--- config.mk ---
export PLATFORM = sky130hd
export DESIGN_NAME = mult_pipe_wrapper
export DESIGN_NICKNAME = d
export VERILOG_FILES = /design/src/rtl/mult_pkg.sv /design/src/rtl/mult_core.sv /design/src/rtl/mult_pipe_wrapper.sv
export SDC_FILE = /design/constraint.sdc
export NUM_CORES = 1
export LEC_CHECK = 0
export CAP_MARGIN = 20
export CELL_PAD_IN_SITES_DETAIL_PLACEMENT = 0
export CELL_PAD_IN_SITES_GLOBAL_PLACEMENT = 2
export CORE_ASPECT_RATIO = 0.75
export CORE_MARGIN = 4
export CORE_UTILIZATION = 39
export DETAILED_ROUTE_END_ITERATION = 16
export GPL_TIMING_DRIVEN = 0
export HOLD_SLACK_MARGIN = 0.12
export PLACE_DENSITY = 0.9
export SETUP_SLACK_MARGIN = 0.15
export SYNTH_ARGS = -nofsm -noshare
export SYNTH_HDL_FRONTEND = slang
export SYNTH_SLANG_ARGS = --single-unit
export TNS_END_PERCENT = 20
--- constraint.sdc ---
create_clock -name clk -period 12.95 [get_ports clk]
set_input_delay 1.9425 -clock clk [delete_from_list [all_inputs] [get_ports clk]]
set_output_delay 1.9425 -clock clk [all_outputs]
set_load 0.01 [all_outputs]
--- src/rtl/mult_pkg.sv ---
// Shared helpers for the pipelined multiplier wrappers: sizing functions and the
// two's-complement correction applied to an unsigned WIDTH x WIDTH product.
package mult_pkg;

    // Widest operand the correction function can serve.
    localparam int unsigned MaxWidth = 64;

    function automatic int unsigned occ_width(input int unsigned stages);
        return $clog2(stages + 2);
    endfunction

    function automatic int unsigned prod_width(input int unsigned width);
        return 2 * width;
    endfunction

    // Result is exact modulo 2^(2*width); callers keep the low 2*width bits.
    function automatic logic [2*MaxWidth-1:0] signed_fix(
        input logic [2*MaxWidth-1:0] pu,
        input logic [MaxWidth-1:0]   a,
        input logic [MaxWidth-1:0]   b,
        input int unsigned           width,
        input logic                  is_signed
    );
        logic [2*MaxWidth-1:0]       r;
        logic [$clog2(MaxWidth)-1:0] msb;
        r   = pu;
        msb = $clog2(MaxWidth)'(width - 1);
        if (is_signed) begin
            if (a[msb]) r = r - ({{MaxWidth{1'b0}}, b} << width);
            if (b[msb]) r = r - ({{MaxWidth{1'b0}}, a} << width);
        end
        return r;
    endfunction

endpackage

--- src/rtl/mult_core.sv ---
// Combinational unsigned WIDTH x WIDTH multiplier.
module mult_core #(
    parameter int unsigned WIDTH = 16
) (
    input  logic [WIDTH-1:0]   multiplicand,
    input  logic [WIDTH-1:0]   multiplier,
    output logic [2*WIDTH-1:0] product
);

    assign product = (2*WIDTH)'(multiplicand) * (2*WIDTH)'(multiplier);

endmodule

--- src/rtl/mult_pipe_wrapper.sv ---
// Valid/ready pipeline around mult_core: an operand stage S0 followed by PIPE_STAGES
// product stages, each with its own valid bit so bubbles collapse under backpressure.
module mult_pipe_wrapper
    import mult_pkg::*;
#(
    parameter int unsigned  WIDTH       = 16,
    parameter int unsigned  PIPE_STAGES = 1,
    localparam int unsigned PW          = prod_width(WIDTH),
    localparam int unsigned OW          = occ_width(PIPE_STAGES)
) (
    input  logic             clk,
    input  logic             rst_n,
    input  logic             in_valid,
    output logic             in_ready,
    input  logic [WIDTH-1:0] multiplicand,
    input  logic [WIDTH-1:0] multiplier,
    input  logic             is_signed,
    output logic             out_valid,
    input  logic             out_ready,
    output logic [PW-1:0]    product,
    output logic [OW-1:0]    occupancy
);

    logic [WIDTH-1:0]   a_q, b_q;
    logic               sgn_q;
    logic               v0_q;
    logic               v_q    [1:PIPE_STAGES];
    logic [PW-1:0]      prod_q [1:PIPE_STAGES];
    logic [PIPE_STAGES:0] vld;
    logic [PIPE_STAGES:0] en;
    logic [PW-1:0]      pu;
    logic [PW-1:0]      prod_fix;

    always_ff @(posedge clk or negedge rst_n) begin
        if (!rst_n) begin
            a_q   <= '0;
            b_q   <= '0;
            sgn_q <= 1'b0;
            v0_q  <= 1'b0;
        end else if (en[0]) begin
            a_q   <= multiplicand;
            b_q   <= multiplier;
            sgn_q <= is_signed;
            v0_q  <= in_valid;
        end
    end

    mult_core #(
        .WIDTH (WIDTH)
    ) u_core (
        .multiplicand (a_q),
        .multiplier   (b_q),
        .product      (pu)
    );

    assign prod_fix = PW'(signed_fix((2*MaxWidth)'(pu), MaxWidth'(a_q), MaxWidth'(b_q),
                                     WIDTH, sgn_q));

    always_comb begin
        vld[0] = v0_q;
        for (int i = 1; i <= int'(PIPE_STAGES); i++) vld[i] = v_q[i];
    end

    // A stage may load if it is empty or the stage after it is moving.
    always_comb begin
        en = '0;
        en[PIPE_STAGES] = !vld[PIPE_STAGES] || out_ready;
        for (int i = int'(PIPE_STAGES) - 1; i >= 0; i--) en[i] = !vld[i] || en[i+1];
    end

    always_comb begin
        occupancy = '0;
        for (int i = 0; i <= int'(PIPE_STAGES); i++) occupancy = occupancy + OW'(vld[i]);
    end

    for (genvar gi = 1; gi <= PIPE_STAGES; gi++) begin : g_stage
        logic [PW-1:0] prod_d;
        logic          v_d;

        if (gi == 1) begin : g_first
            assign prod_d = prod_fix;
            assign v_d    = v0_q;
        end else begin : g_next
            assign prod_d = prod_q[gi-1];
            assign v_d    = v_q[gi-1];
        end

        always_ff @(posedge clk or negedge rst_n) begin
            if (!rst_n) begin
                prod_q[gi] <= '0;
                v_q[gi]    <= 1'b0;
            end else if (en[gi]) begin
                prod_q[gi] <= prod_d;
                v_q[gi]    <= v_d;
            end
        end
    end

    assign in_ready  = en[0];
    assign out_valid = v_q[PIPE_STAGES];
    assign product   = prod_q[PIPE_STAGES];

endmodule

==> run summary, run 1 <==
The synthesis and place-and-route flow finished, so here is a summary.

By instance count after routing, the leading logic cell types are sky130_fd_sc_hd__inv_1, sky130_fd_sc_hd__nand2_1, sky130_fd_sc_hd__fa_1. The via count of the first global-routing pass came to 11000. The library cell contributing the largest single delay on the critical path is sky130_fd_sc_hd__buf_1. The critical path capture point type is a flip-flop. In this run the cell area measured after placement is 14000 um^2. The synthesis-to-layout area growth is 12.8%.

The worst hold slack after final layout is 476 ps. The flow ran to the end, and the final reports show no timing, DRC or antenna violations. The setup path with the least slack is of type reg2reg. Setup repair after global routing left no endpoint under its margin. The warning total across the stage logs is 26.

The number of enable-type register cells in the synthesized netlist came out at 0. The reg-to-reg critical path endpoint is product[31]. The clock sink total came out at 67. On the reported timing paths, the clock transition at the registers reads 70 ps.

Counting every net in the synthesized netlist gives between 1500 and 2000. The final antenna-violating net count is 0. The insertion delay of the later-clocked pin in the worst-skew pair is about 380 ps. The length of routed met3 wiring came out at just over 3000 um.

The first-pass GRT wire length came out at about 64000 um. The total of warnings raised by yosys is 0.
[run 1: area by class of cell]
type,count,area [um^2]
flip-flops and latches,67,1680
plain buffers,64,240
multi-input cells,1107,9750
fillers,3246,17400
inverters,273,1020
clock inverters,7,108
repair buffers,73,746
clock buffers,9,225
well taps,435,544
[run 1: sequential cells by signal (all words and copies together) (netlist names)]
signal	count
b_q	16
a_q	16
out_valid	1
product	32
g_stage.v_d	1
sgn_q	1
[run 1: cell families (layout without fill, tap and decap cells)]
kind of cell	count (synthesis)	count (layout)	synth area share
adders and majority gates	331	331	0.442
AOI/OAI and AO/OA	227	227	0.114
DFF	67	67	0.132
and+or+nand+nor	491	491	0.169
muxes	14	14	0.0120
xor gates and xnor gates	44	44	0.0304
buffers and inverters	337	426	0.0997
### Zoomed window, run 1

Region (150, 111) to (175, 136) um. Cells in gray, sequential cells in the stronger gray; small squares are vias.
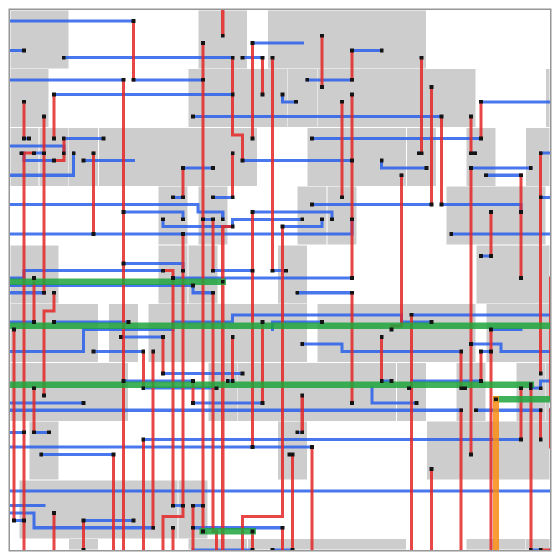
M2 -> red
M4 -> orange
M1 -> blue
M3 -> green
most frequent = inv_1 (11), fa_1 (10), nand2_1 (8)
sequential cells in the window = 0
cells with their middle in the window = 36

### Routing congestion map, run 1

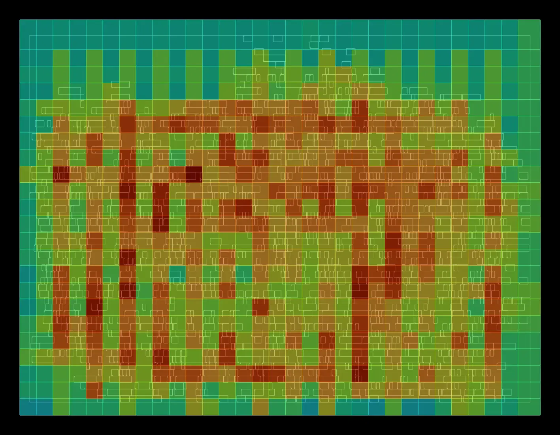
Most Used Layer, Global Route: met2
fraction of met3 tracks used by global routing: 0.0560
GR met2 Demand/Resource: 0.371
Final Util: 0.452

### The metal 1 layer, run 1

(1 px per um)
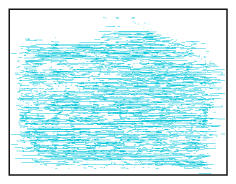
wire length on this layer = 18800 um
nets with wire on the layer = 1811
post-detailed-routing wire length: 40800 um
total vias in the final route: 10700
Global Route met1 Usage: 0.339

### Sequential cells grouped by signal name, run 1

(2 px per um) Other sequential cells in the stronger gray, the rest of the logic in the fainter gray.
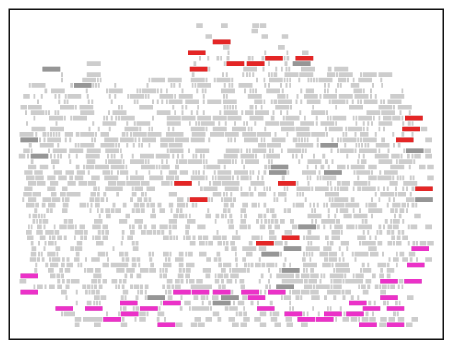
`a_q` -> red  # sequential cells 16
`product` -> magenta  # sequential cells 32, where a band across the bottom
sequential portion of the cell area: 0.117
Sequential Area: 1680 um^2

## Run 2: what changed since run 1
- CAP_MARGIN: 20 -> default
### Routing congestion map, run 2

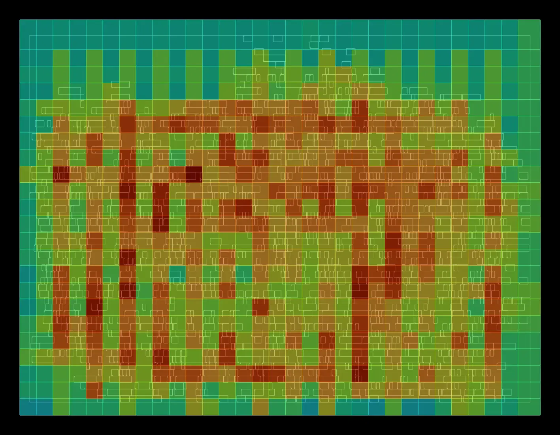
Total GRT Usage: 0.238
post-DR wirelength/cell: 20.1 um

==> run 2 against run 1 <==
Net effect: register-to-register slack barely moved; cell area did not move; count of clock-buffer cells in the layout unchanged; clock skew stayed put; fmax stayed put; critical path type unchanged; cell count unchanged; global-route usage stayed put; critical endpoint unchanged; sequential share of layout area did not move.
==> run summary, run 2 <==
The synthesis and place-and-route flow finished, so here is a summary.

The met2 capacity usage during global routing is 0.371. The length of routed met3 wiring came out at 3120 um. The total detailed-routing wirelength came out at approximately 41000 um.

The library cell contributing the largest single delay on the critical path is sky130_fd_sc_hd__buf_1. The via count of the first global-routing pass is 11000. The synthesis-to-layout area growth is 12.8%. The total nets after synthesis is approximately 1900. The total number of vias is between 10000 and 15000. The depth of the CTS H-tree came out at 3. The AND-OR/OR-AND share of the synthesized area came out at 0.114.

The fraction of met3 tracks used by global routing is 0.0560. Yosys shows that the main logic family after synthesis is adder cells. The clock sink total came out at about 67.

The stat command in Yosys gives a chip area of roughly 13000 um^2. The later pin in the worst-skew pair is clocked with a latency of 380 ps. OpenROAD emitted warnings numbering 26. The cell-mix breakdown from Yosys lists the adder-cell area share as 0.442. The first global-routing pass estimated between 60000 and 70000 um of wire.

The critical setup path kind is reg2reg. Global route summary, busiest routing layer listed as met2. The final setup slack of the worst path came out at 840 ps. By instance count after routing, the leading logic cell types are sky130_fd_sc_hd__inv_1, sky130_fd_sc_hd__nand2_1, sky130_fd_sc_hd__fa_1. The total of warnings raised by yosys came out at 0.

The run finished with clean final reports. The clock-pin slew reported for the worst setup and hold paths after clock tree synthesis is 70 ps. The parity-gate share of the synthesized area counting xor and xnor cells is 0.0304. The number of enable-type register cells in the synthesized netlist is 0. The via count normalized by instance count came out at ~5.3. Summing all placed instances gives a cell area of around 14000 um^2. The cell-mix breakdown from Yosys lists the simple-gate area share as 0.169. The final antenna-violating net count is 0. The mux share of post-synthesis cell area is 0.0120. Setup repair after global routing left no endpoint under its margin.
run 2: cell counts after synthesis:
No cell type changed its count.
run 2: how the worst max path moves through the flow:
stage               startpoint          end  cells after the start
detailed placement     a_q[15]  product[31]                     38
global route           a_q[15]  product[31]                     38
finish                 a_q[15]  product[31]                     38
CTS                    a_q[15]  product[31]                     38
floorplan              a_q[15]  product[30]                     38
global placement       a_q[15]  product[31]                     38
run 2: area by class of cell:
| cell class | count | area (um^2) |
|---|---|---|
| fill | 3246 | 17400 |
| timing repair buffer | 73 | 746 |
| clock buffer | 9 | 225 |
| sequential | 67 | 1680 |
| clock inverter | 7 | 108 |
| buffer | 64 | 240 |
| tap | 435 | 544 |
| inverter | 273 | 1020 |
| multi-input combinational | 1107 | 9750 |
## Run 3: what changed since run 2
- CORE_MARGIN: 4 -> 2
### Sequential cells grouped by signal name, run 3

(2 px per um) Other sequential cells in the stronger gray, the rest of the logic in the fainter gray.
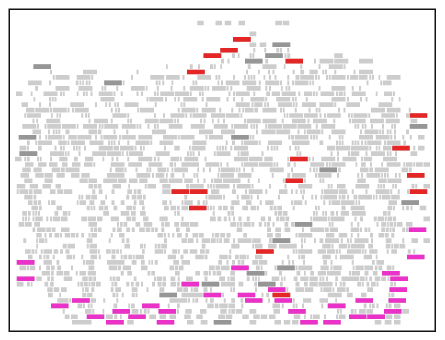
`product` -> magenta  # sequential cells 32, where a band across the bottom
`a_q` -> red  # sequential cells 16
not colored = 19

==> run 3 against run 2 <==
Net effect: utilization down 0.90 points; fmax up 1.4%; register-to-register slack gained 170 ps; cell area decreased by 0.24%; critical path type unchanged.
==> run summary, run 3 <==
The synthesis and place-and-route flow finished, so here is a summary.

The run finished with clean final reports. The number of enable-type register cells in the synthesized netlist came out at 0. The insertion delay of the later-clocked pin in the worst-skew pair is 370 ps.

The total routing usage reported by global routing came out at 0.252. The total number of vias is 10700. The clock network area share came out at 0.0203. The end-of-flow core utilization came out at 0.443. In the layout the commonest cells are sky130_fd_sc_hd__inv_1, sky130_fd_sc_hd__nand2_1, sky130_fd_sc_hd__fa_1. The routed design uses 3320 um of met3 wire.

The warning total across the stage logs is 26. The total number of cells along the worst setup path is 38. In this run, the synthesized area fraction spent on AND-OR/OR-AND gates is recorded as 0.114.

The total cell area reported by yosys after synthesis is between 10000 and 15000 um^2. The parity-gate share of the synthesized area counting xor and xnor cells came out at 0.0304. The final-layout clock buffer total came out at 9. The flop share of the area came out at 0.117.

According to the cell report, flip-flops and latches in the layout number about 67. The register area came out at 1680 um^2. After detailed routing, the number of vias per cell comes to 5.23.

The worst hold slack after final layout came out at 466 ps. On the reported timing paths, the clock transition at the registers reads 60 ps. Setup repair after global routing left no endpoint under its margin. Per the timing report, the most critical flop-to-flop path finishes at product[31]. The global routing stage identified its most utilized layer as met2. The number of tap cells inserted is 442. The routed wire length per instance is 20.0 um. The area of the multi-input gates is 9750 um^2. The flip-flop count of the largest register after layout came out at 32. For this run, combinational gates with multiple inputs come to roughly 1100. The fraction of met3 tracks used by global routing came out at 0.0639. The final setup slack of the worst path is roughly 1000 ps. Per the layout area report, the combinational fraction of cell area is 0.683. For this run, global-route usage on met2 was measured as 0.390.

The number of filler cells placed in the layout is 3255. The biggest slice of the area belongs to logic gates. The mux share of post-synthesis cell area is 0.0120. The number of inverters outside the clock class in the layout is 273.

The worst setup path is of the reg2reg kind. Once detail routing completed, the nets flagged for antenna violations numbered 0. The first-pass GRT wire length came out at 63900 um. Leaving out the clock tree, the finished layout contains a buffer count of 137.
## run 3: netlist changes by cell type in the layout (fill, tap and decap cells not counted)
| cell | before | now |
|---|---|---|
| sky130_fd_sc_hd__bufinv_16 | 2 | 1 |
| sky130_fd_sc_hd__clkinv_2 | 0 | 2 |
| sky130_fd_sc_hd__clkinv_4 | 0 | 1 |
| sky130_fd_sc_hd__inv_6 | 2 | 1 |
| sky130_fd_sc_hd__inv_8 | 2 | 0 |
